$ cat src/rtl/seq_divider_pkg.sv
// Shared divider definitions: FSM state encodings, default width, INT_MIN.
package seq_divider_pkg;

   localparam int unsigned DIV_WIDTH = 32;

   localparam logic [1:0] S_IDLE = 2'd0;
   localparam logic [1:0] S_RUN  = 2'd1;
   localparam logic [1:0] S_FIX  = 2'd2;
   localparam logic [1:0] S_DONE = 2'd3;

   localparam logic [DIV_WIDTH-1:0] INT_MIN = {1'b1, {(DIV_WIDTH-1){1'b0}}};

endpackage

$ cat src/rtl/seq_divider_div_step.sv
// One restoring shift-subtract iteration on unsigned magnitudes.
module div_step #(
   parameter int unsigned WIDTH = 32
) (
   input  logic [WIDTH-1:0] rem,
   input  logic [WIDTH-1:0] quo,
   input  logic [WIDTH-1:0] divisor,
   output logic [WIDTH-1:0] rem_next,
   output logic [WIDTH-1:0] quo_next
);

   logic [WIDTH:0] shifted;
   logic [WIDTH:0] trial;

   // Shift the next dividend bit into the remainder and trial-subtract the divisor
   always_comb begin
      shifted = {rem, quo[WIDTH-1]};
      trial   = shifted - {1'b0, divisor};
      if (!trial[WIDTH]) begin
         rem_next = trial[WIDTH-1:0];
         quo_next = {quo[WIDTH-2:0], 1'b1};
      end else begin
         rem_next = shifted[WIDTH-1:0];
         quo_next = {quo[WIDTH-2:0], 1'b0};
      end
   end

endmodule

$ cat src/rtl/seq_divider.sv
// Multicycle signed divider: FSM, iteration counter, sign/abs handling, output registers.
module seq_divider
   import seq_divider_pkg::*;
#(
   parameter int unsigned WIDTH = DIV_WIDTH
) (
   input  logic             clock,
   input  logic             reset,
   input  logic             ctrl_DIV,
   input  logic [WIDTH-1:0] data_operandA,
   input  logic [WIDTH-1:0] data_operandB,
   output logic [WIDTH-1:0] data_result,
   output logic [WIDTH-1:0] data_remainder,
   output logic             data_exception,
   output logic             data_resultRDY,
   output logic             busy
);

   localparam int unsigned CW = $clog2(WIDTH);
   localparam logic [WIDTH-1:0] MIN_VAL = {1'b1, {(WIDTH-1){1'b0}}};

   logic [1:0]       state;
   logic [CW-1:0]    cnt;
   logic [WIDTH-1:0] rem;
   logic [WIDTH-1:0] quo;
   logic [WIDTH-1:0] divisor;
   logic             sign_q;
   logic             sign_r;
   logic [WIDTH-1:0] abs_a;
   logic [WIDTH-1:0] abs_b;
   logic [WIDTH-1:0] rem_next;
   logic [WIDTH-1:0] quo_next;

   // Magnitudes of the operands; INT_MIN maps to itself and is used as unsigned
   always_comb begin
      abs_a = data_operandA[WIDTH-1] ? -data_operandA : data_operandA;
      abs_b = data_operandB[WIDTH-1] ? -data_operandB : data_operandB;
   end

   div_step #(.WIDTH(WIDTH)) u_step (
      .rem      (rem),
      .quo      (quo),
      .divisor  (divisor),
      .rem_next (rem_next),
      .quo_next (quo_next)
   );

   assign busy = (state == S_RUN) || (state == S_FIX);

   // Sequencer: a start pulse wins in every state so a restart discards the
   // in-flight operation; the ready strobe is issued one cycle after DONE.
   always_ff @(posedge clock or negedge reset) begin
      if (!reset) begin
         state          <= S_IDLE;
         cnt            <= '0;
         rem            <= '0;
         quo            <= '0;
         divisor        <= '0;
         sign_q         <= 1'b0;
         sign_r         <= 1'b0;
         data_result    <= '0;
         data_remainder <= '0;
         data_exception <= 1'b0;
         data_resultRDY <= 1'b0;
      end else begin
         data_resultRDY <= 1'b0;
         if (ctrl_DIV) begin
            sign_q  <= data_operandA[WIDTH-1] ^ data_operandB[WIDTH-1];
            sign_r  <= data_operandA[WIDTH-1];
            quo     <= abs_a;
            divisor <= abs_b;
            rem     <= '0;
            cnt     <= '0;
            if (data_operandB == '0) begin
               data_result    <= '0;
               data_remainder <= '0;
               data_exception <= 1'b1;
               state          <= S_DONE;
            end else if (data_operandA == MIN_VAL && data_operandB == '1) begin
               data_result    <= MIN_VAL;
               data_remainder <= '0;
               data_exception <= 1'b1;
               state          <= S_DONE;
            end else begin
               state <= S_RUN;
            end
         end else begin
            case (state)
               S_RUN: begin
                  rem <= rem_next;
                  quo <= quo_next;
                  cnt <= cnt + CW'(1);
                  if (cnt == CW'(WIDTH-1)) state <= S_FIX;
               end
               S_FIX: begin
                  data_result    <= sign_q ? -quo : quo;
                  data_remainder <= sign_r ? -rem : rem;
                  data_exception <= 1'b0;
                  state          <= S_DONE;
               end
               S_DONE: begin
                  data_resultRDY <= 1'b1;
                  state          <= S_IDLE;
               end
               default: state <= S_IDLE;
            endcase
         end
      end
   end

endmodule
$ cat config.mk
export PLATFORM = sky130hd
export DESIGN_NAME = seq_divider
export DESIGN_NICKNAME = d
export VERILOG_FILES = /design/src/rtl/seq_divider_pkg.sv /design/src/rtl/seq_divider_div_step.sv /design/src/rtl/seq_divider.sv
export SDC_FILE = /design/constraint.sdc
export NUM_CORES = 1
export LEC_CHECK = 0
export CORE_ASPECT_RATIO = 1.5
export CORE_MARGIN = 2
export CORE_UTILIZATION = 55
export DETAILED_ROUTE_END_ITERATION = 7
export PLACE_DENSITY = 0.82
export SLEW_MARGIN = 10
export SYNTH_ARGS = -nofsm -noshare
export SYNTH_HDL_FRONTEND = slang
export SYNTH_SLANG_ARGS = --single-unit
$ cat constraint.sdc
create_clock -name clock -period 4.9 [get_ports clock]
set_input_delay 0.98 -clock clock [delete_from_list [all_inputs] [get_ports clock]]
set_output_delay 0.98 -clock clock [all_outputs]
set_load 0.01 [all_outputs]
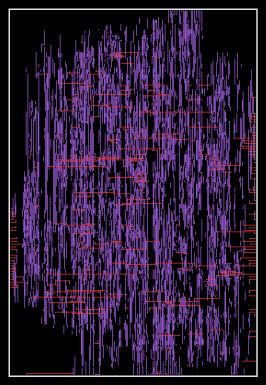
run_1/metal_stack.png
Drawn at 2 px/um. Two of the layers only.
Key: met3 = red [wire length 1510 um]; met2 = purple [wire length 17000 um]

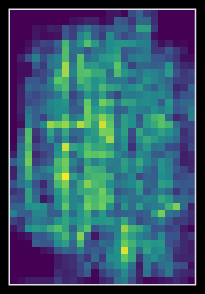
run_1/wire_density.png
Drawn at 1.5 px/um. The die is cut into 25 by 37 equal tiles; dark purple is low, yellow is high, scaled to the fullest tile. Values are wire area over tile area, all layers added.
The emptiest ninth of the die: top left. 11% of the tiles are nearly empty. 25% of the tiles are over half the peak.

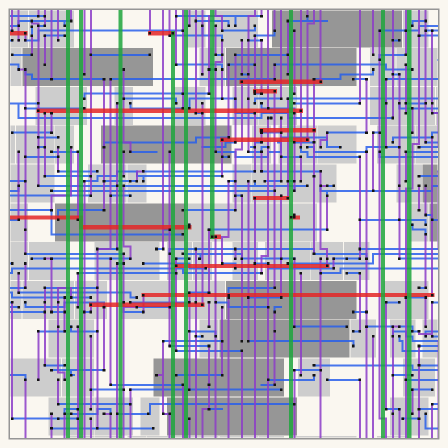
run_1/zoom.png
Region (47, 76) to (77, 106) um. Cells in gray, sequential cells in the stronger gray; small squares are vias.
Key: met2 = purple; met3 = red; met4 = green; met1 = blue
Netlist names of flops here include rem (8), quo (1). Most frequent: dfrtp_1 (9), nand2_1 (5), nor2_1 (5). Sequential cells in the window: 9. 65 logic cells have their middle in the window.

==> run summary, run 1 <==
Figures from the implementation reports.

- The first global-routing pass estimated roughly 52000 um of wire.
- The max-capacitance violation count reads 0.
- The endpoint identified for the worst register-to-register timing path is rem[12].
- The end-of-flow core utilization reads around 66%.
- Measured along the x axis, the die boundary spans around 120 um.
- The effective utilization at floorplan is about 56%.
- The required time of the critical path reads about 5.2 ns.
- Per the layout report, the design carries around 1800 filler cells.
- The wire length on met1 reads 12600 um.
- The final sequential cell count is 171.
- The number of setup buffers added after CTS is 0.
- The cell sitting at the root of the clock tree is a sky130_fd_sc_hd__clkbuf_16.
- The met3 layer wire length in the routed design reads 1510 um.
- The number of antenna violations at the first check in global routing was 0.
- Clock buffers in the final layout number 21.
- The worst-margin pin slew is between 1 and 1.5 ns.
- The via count of the first global-routing pass reads 10300.
- The height of the die is approximately 180 um.
- The number of I/O port buffers is 133.
- In this run the mean area of a mapped cell was 8.55 sq um.
- The residual antenna-violating net count after detailed routing is 0.
- The number of buffers created by CTS is 17.
- The clock period minus final worst setup slack reads 3.91 ns.
- The fraction of area in registers reads a little under a third.
- The detailed-route vias per instance is a little over 6.
- For reference, the top cells by area after synthesis are sky130_fd_sc_hd__dfrtp_1, sky130_fd_sc_hd__nand2_1, sky130_fd_sc_hd__xor2_1.
- For met1 alone, demand over resource in global routing was between 30% and 40%.
- The longest incremental delay of any stage on the critical path is reported as about 0.7 ns.
- The largest family of logic cells by area reads AND-OR/OR-AND gates.
- The clock latency on the worst-skew pair reads roughly 0.44 ns.
- In this run the critical path is formed by inv_1 -> ha_1 -> fa_1 -> nand2b_1 -> a21oi_2 -> o211ai_2 -> o31a_1 -> nor3_1 -> or3_1 -> buf_4 -> nand2_1 -> a311oi_1.
- Summed over all combinational cells, the power is between 3 and 4 mW.
- The routed length on met2 reads between 15000 and 20000 um.
- The post-route netlist has 5.65% of its cells at a drive strength greater than 1.
- Entering global routing, the biggest net connects between 100 and 150 pins.
- The flow ran to the end, and the final reports show no timing, DRC or antenna violations.
- The launch point of the worst reg-to-reg path is quo[31].
- The number of antenna cells inserted is 0.
- The aggregate negative setup slack is 0 ns.
-- run 1: worst max path at each step --
stage,from,end,slack [ns]
after floorplan,data_operandB[12],data_remainder[27],1.71
after global placement,data_operandB[0],data_result[11],0.88
after detailed placement,data_operandB[4],data_result[7],0.78
after CTS,quo[31],rem[12],1.02
after global routing,quo[31],rem[12],0.75
final,quo[31],rem[12],0.99
-- run 1: cell usage in the layout, fill, tap and decap left out, types with 14 or more instances in the layout --
| cell type | n |
|---|---|
| sky130_fd_sc_hd__o22ai_1 | 34 |
| sky130_fd_sc_hd__clkdlybuf4s50_1 | 131 |
| sky130_fd_sc_hd__nor2_1 | 91 |
| sky130_fd_sc_hd__xnor2_1 | 59 |
| sky130_fd_sc_hd__o21ai_0 | 91 |
| sky130_fd_sc_hd__a311oi_1 | 19 |
| sky130_fd_sc_hd__xor2_1 | 88 |
| sky130_fd_sc_hd__o31ai_1 | 59 |
| sky130_fd_sc_hd__o211ai_1 | 15 |
| sky130_fd_sc_hd__nor3_1 | 19 |
| sky130_fd_sc_hd__clkbuf_16 | 17 |
| sky130_fd_sc_hd__inv_1 | 52 |
| sky130_fd_sc_hd__or3_1 | 14 |
| sky130_fd_sc_hd__ha_1 | 41 |
| sky130_fd_sc_hd__nand2_1 | 213 |
| sky130_fd_sc_hd__buf_4 | 14 |
| sky130_fd_sc_hd__or4_1 | 16 |
| sky130_fd_sc_hd__nand3_1 | 15 |
| sky130_fd_sc_hd__nand4_1 | 20 |
| sky130_fd_sc_hd__dfrtp_1 | 171 |
| sky130_fd_sc_hd__a21oi_1 | 69 |
| sky130_fd_sc_hd__mux2i_1 | 42 |
==> inputs of run 2 (changes only) <==
--- a/config.mk
+++ b/config.mk
@@ -7,7 +7,7 @@
 export LEC_CHECK = 0
 export CORE_ASPECT_RATIO = 1.5
 export CORE_MARGIN = 2
-export CORE_UTILIZATION = 55
+export CORE_UTILIZATION = 52
 export DETAILED_ROUTE_END_ITERATION = 7
 export PLACE_DENSITY = 0.82
 export SLEW_MARGIN = 10
==> constraint.sdc (replaced) <==
create_clock -name clock -period 3.4 [get_ports clock]
set_input_delay 0.68 -clock clock [delete_from_list [all_inputs] [get_ports clock]]
set_output_delay 0.68 -clock clock [all_outputs]
set_load 0.01 [all_outputs]
==> run 2 against run 1 <==
Effect of this change:
- combinational power up 62%
- total power up 53%
- final cell count up 5.8%
- clock skew down 0.0026 ns
- count of clock-buffer cells in the layout down 3
- sequential cell count unchanged
- sequential share of layout area down 1.8 points
- die size up 5.6%
==> run summary, run 2 <==
Figures from the implementation reports.

- The height of the die reads 188 um (+2.8%).
- The startpoint of the most critical setup path reads divisor[0].
- The global routing usage on met1 came to 31.0% (-3.1 points).
- In the post-synthesis netlist, the biggest area contributors are sky130_fd_sc_hd__dfrtp_1, sky130_fd_sc_hd__nand2_1, sky130_fd_sc_hd__xor2_1.
- Per the cell usage report, the commonest logic cells after layout are sky130_fd_sc_hd__nand2_1, sky130_fd_sc_hd__dfrtp_1, sky130_fd_sc_hd__clkdlybuf4s50_1, sky130_fd_sc_hd__buf_4.
- The max-capacitance violation count is 0 (unchanged).
- The fraction of area in registers is 29.2% (-1.8 points).
- The total combinational power is 5.93 mW (+62%).
- The clock latency on the worst-skew pair reads 0.45 ns (about the same).
- The clock period minus final worst setup slack is 3.33 ns (-0.581 ns).
- The residual antenna-violating net count after detailed routing is 0 (unchanged).
- The required time of the critical path is 3.69 ns (-1.55 ns).
- The number of buffers created by CTS reads 17 (unchanged).
- The met3 layer wire length in the routed design reads 1460 um (-3.2%).
- The number of fillers in the final layout was 1784 (+1.4%).
- The global-route wire length before repair came to 53500 um (+2.1%).
- The wire length on met1 is 12700 um (+0.35%).
- The worst-margin pin slew is 0.754 ns (-0.411 ns).
- The leading cell type in the layout, fill and taps excluded is sky130_fd_sc_hd__nand2_1.
- The flow ran to the end, and the final reports show no timing, DRC or antenna violations.
- CTS placed an instance of sky130_fd_sc_hd__clkbuf_16 at the clock tree root.
- The layout clock buffer count reads 18 (-14%).
- The number of antenna violations at the first check in global routing came to 4 (+4).
- The maximum number of pins on one net before global-route repair reads 83 (-27%).
- The detailed-route vias per instance is 6.05 (-1.7%).
- The routed length on met2 is 17600 um (+3.9%).
- The endpoint of the most critical register-to-register path is rem[25].
- The capture point of the critical path was reported as rem[25].
- The via count of the first global-routing pass is 10700 (+4.6%).
==> run 2: netlist changes by cell type in the layout (fill, tap and decap cells not counted), moves of 2 or more <==
| cell | delta |
|---|---|
| sky130_fd_sc_hd__buf_4 | +83 |
| sky130_fd_sc_hd__buf_12 | +5 |
| sky130_fd_sc_hd__clkinv_2 | -4 |
| sky130_fd_sc_hd__diode_2 | +4 |
| sky130_fd_sc_hd__clkbuf_8 | -2 |
| sky130_fd_sc_hd__clkinv_4 | +2 |
| sky130_fd_sc_hd__inv_6 | +2 |
| sky130_fd_sc_hd__inv_8 | +2 |
| sky130_fd_sc_hd__nor3_4 | +2 |
==> run 2: worst max-delay path, cell delays in order, from the launching register on <==
cell	delay, ns
sky130_fd_sc_hd__dfrtp_1	0.43
sky130_fd_sc_hd__ha_1	0.24
sky130_fd_sc_hd__fa_1	0.40
sky130_fd_sc_hd__nand2b_1	0.19
sky130_fd_sc_hd__a21oi_2	0.20
sky130_fd_sc_hd__o211ai_2	0.16
sky130_fd_sc_hd__o31ai_4	0.32
sky130_fd_sc_hd__buf_4	0.17
sky130_fd_sc_hd__a311oi_2	0.10
sky130_fd_sc_hd__or3_4	0.44
sky130_fd_sc_hd__buf_12	0.18
sky130_fd_sc_hd__nand2_1	0.18
sky130_fd_sc_hd__o221ai_1	0.14
==> run 2: logic make-up after synthesis <==
| logic type | after synthesis | synth area share, % |
|---|---|---|
| compound gates | 372 | 21.1 |
| buf+inv | 132 | 4.34 |
| mux | 43 | 3.69 |
| simple gates | 461 | 18.7 |
| xor+xnor | 147 | 11.0 |
| flops | 171 | 36.5 |
| fa+ha+maj | 43 | 4.66 |
==> run 2: timing repair <==
action                     CTS  global route
cloned                       0             1
setup endpoints to repair   12            23
resized                      1             8
buffers inserted             0             1
pin swaps                    1             4
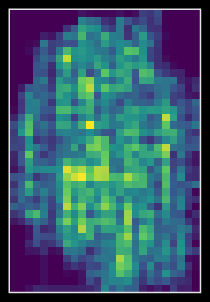
run_2/wire_density.png
Drawn at 1.5 px/um. The die is cut into 25 by 38 equal tiles; dark purple is low, yellow is high, scaled to the fullest tile. Values are wire area over tile area, all layers added.
The densest ninth of the die: middle. The fullest tile reaches 0.68. 14% of the tiles are nearly empty.

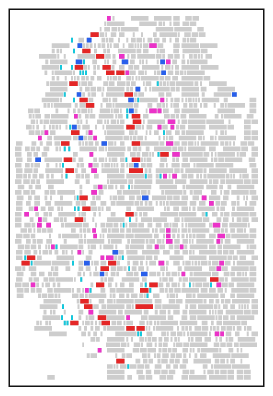
run_2/gate_families.png
Drawn at 2 px/um.
Key: adder and majority cells = red [cells 43]; AND-OR and OR-AND gates = blue [cells 21]; inverters = cyan [cells 52]; AND and OR gates = magenta [cells 58]

==> inputs of run 3 (changes only) <==
--- a/config.mk
+++ b/config.mk
@@ -13,4 +13,5 @@
 export SLEW_MARGIN = 10
 export SYNTH_ARGS = -nofsm -noshare
 export SYNTH_HDL_FRONTEND = slang
+export SYNTH_HIERARCHICAL = 1
 export SYNTH_SLANG_ARGS = --single-unit
==> run 3 against run 2 <==
Effect of this change:
- non-clock buffer count fell by 4
- synthesized cell count fell by 2.9%
- register-to-register slack hardly changed
- worst hold slack gained 0.0082 ns
- sequential share of layout area shrank 0.094 points
- utilization down 1.7 points
- sequential power is 3% lower
- maximum frequency is 0.20% lower
- critical path type unchanged
- critical endpoint unchanged
- count of clock-buffer cells in the layout grew 2
- area after synthesis rose by 2.8%
- final cell count decreased by 3.3%
==> run summary, run 3 <==
Figures from the implementation reports.

- The residual antenna-violating net count after detailed routing reads 0 (unchanged).
- The standard cell area after detailed placement is around 14000 sq um.
- The run finished with clean final reports.
- The worst path buffer plus inverter count is 1 (-1).
- The number of fillers in the final layout reads 1788 (+0.22%).
- In this run the critical path is formed by buf_4 -> ha_1 -> nor2b_1 -> o2111ai_1 -> a31oi_1 -> o2111ai_1 -> a21oi_1 -> o31ai_1 -> or2b_2 -> xor2_1 -> mux2_4 -> mux2i_1 -> nor2_1.
- The clock latency on the worst-skew pair is 0.44 ns (about the same).
- Per the cell usage report, the commonest logic cell in the layout is sky130_fd_sc_hd__dfrtp_1.
- The clock tree from TritonCTS reads yes.
- The required time of the critical path is 3.70 ns (about the same).
- The max-capacitance violation count came to 0 (unchanged).
- The number of buffers created by CTS reads 17 (unchanged).
- The via count of the first global-routing pass is 10600 (-1.3%).
- The synthesis area per yosys is between 10000 and 15000 sq um.
- The delay of the slowest cell on the worst path is 0.38 ns (-0.06 ns).
- The maximum number of pins on one net before global-route repair reads 167 (+100%).
- The cell seen most often among critical-path stages reads sky130_fd_sc_hd__o2111ai_1.
- The area fraction in full adders, half adders and majority gates reads 4.53% (-0.13 points).
- The aoi/oai-family share of the synthesized area is 18.6% (-2.5 points).
- In the layout the commonest cells are sky130_fd_sc_hd__dfrtp_1, sky130_fd_sc_hd__clkdlybuf4s50_1, sky130_fd_sc_hd__nand2_1, sky130_fd_sc_hd__xor2_1, sky130_fd_sc_hd__nor2_1.
- The number of antenna violations at the first check in global routing is 0 (-4).
- The worst-margin pin slew reads 1.09 ns (+0.340 ns).
- The height of the die is 190 um (+1.4%).
- The multiplexer share of the synthesized area is 7.64% (+4.0 points).
- The largest family of logic cells by area reads AND-OR/OR-AND gates.
- The global-route wire length before repair is 53200 um (-0.67%).
- The core area is roughly 23000 sq um.
- The detailed-route vias per instance reads 5.99 (-0.99%).
- The clock period minus final worst setup slack was 3.34 ns (+0.00683 ns).
- The tree is rooted in a sky130_fd_sc_hd__clkbuf_16.
- The post-synthesis simple-gate area fraction is 16.4% (-2.4 points).
- The proportion of netlist area held by the largest area contributor is between 30% and 40%.
## run 3: worst max-delay path by stage
stage                       from             end  depth (start not counted)
6_report                  rem[0]         rem[25]                         13
5_1_grt                  quo[31]         rem[21]                         16
4_1_cts                  quo[31]         rem[28]                         15
3_5_place_dp   data_operandA[26]  data_result[8]                          8
3_3_place_gp   data_operandA[26]  data_result[8]                          8
2_1_floorplan            quo[31]         rem[14]                         17
## run 3: power breakdown
part	switching, mW	total, mW	internal, mW	leakage (nW)
Combinational	3.76	7.08	3.32	4.23
Sequential	0.588	3.22	2.63	2.15
Clock	0.834	2.17	1.34	0.316
## run 3: area by class of cell
type                       count  area [sq um]  share of cell area [%]
multi-input combinational   1008          7020                    47.7
sequential                   171          4280                    29.1
timing repair buffer         232          2170                    14.7
clock buffer                  20           447                    3.03
tap                          280           350                    2.38
clock inverter                12           210                    1.43
inverter                      50           200                    1.36
timing repair inverter         3          48.8                   0.332
## run 3: metal layers
layer | global-route usage (%) | up-vias | wire (um)
met4 | 19.3 | 0 | 2430
met3 | 3.23 | 116 | 1120
met5 | 0 | - | 0
met1 | 28.3 | 5172 | 11900
li1 | - | 5045 | -
met2 | 52.2 | 311 | 18500
## run 3: timing repair
item                                    4_1_cts  5_1_grt
gates cloned                                  2        1
endpoints found under the setup margin       23       32
buffers inserted                              0        4
pin swaps                                     2        4
hold endpoints to repair                      0        0
gates resized                                 6        8
## run 3: stage by stage
stage	utilization (%)	cells	hold slack [ns]
after detailed placement	60.9	1737	0.482
final	64.3	1776	0.270
after global placement	60.9	1737	0.463
after floorplan	-	1329	0.384
after CTS	64.0	1771	0.288
after global routing	64.3	1776	0.314
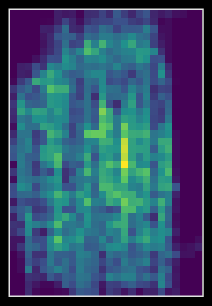
run_3/wire_density.png
Drawn at 1.5 px/um. The die is cut into 26 by 38 equal tiles; dark purple is low, yellow is high, scaled to the fullest tile. Values are wire area over tile area, all layers added.
The densest ninth of the die: middle. 17% of the tiles are over half the peak. The mean over all tiles is 0.23. The fullest tile reaches 0.77.

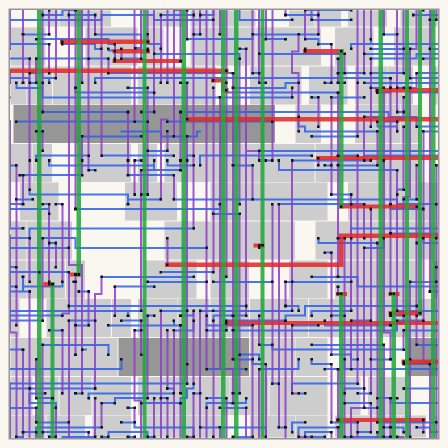
run_3/zoom.png
Region (49, 80) to (79, 110) um. Cells in gray, sequential cells in the stronger gray; small squares are vias.
Key: met1 = blue; met2 = purple; met3 = red; met4 = green
Netlist names of flops here include rem (3). Most frequent: nor2_1 (7), mux2_4 (6). 75 logic cells have their middle in the window. Sequential cells in the window: 3.


==> notes/layouts.md <==
Pictures saved along the way, in no particular order.

Cell outlines without signal wires.
image #1
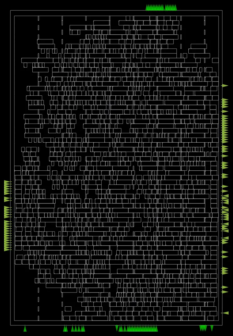
image #2
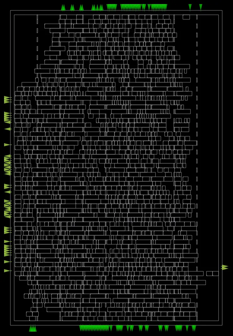
image #1: run 1
image #2: run 3

No activity file was given, so power comes from the tool's default toggle rates.
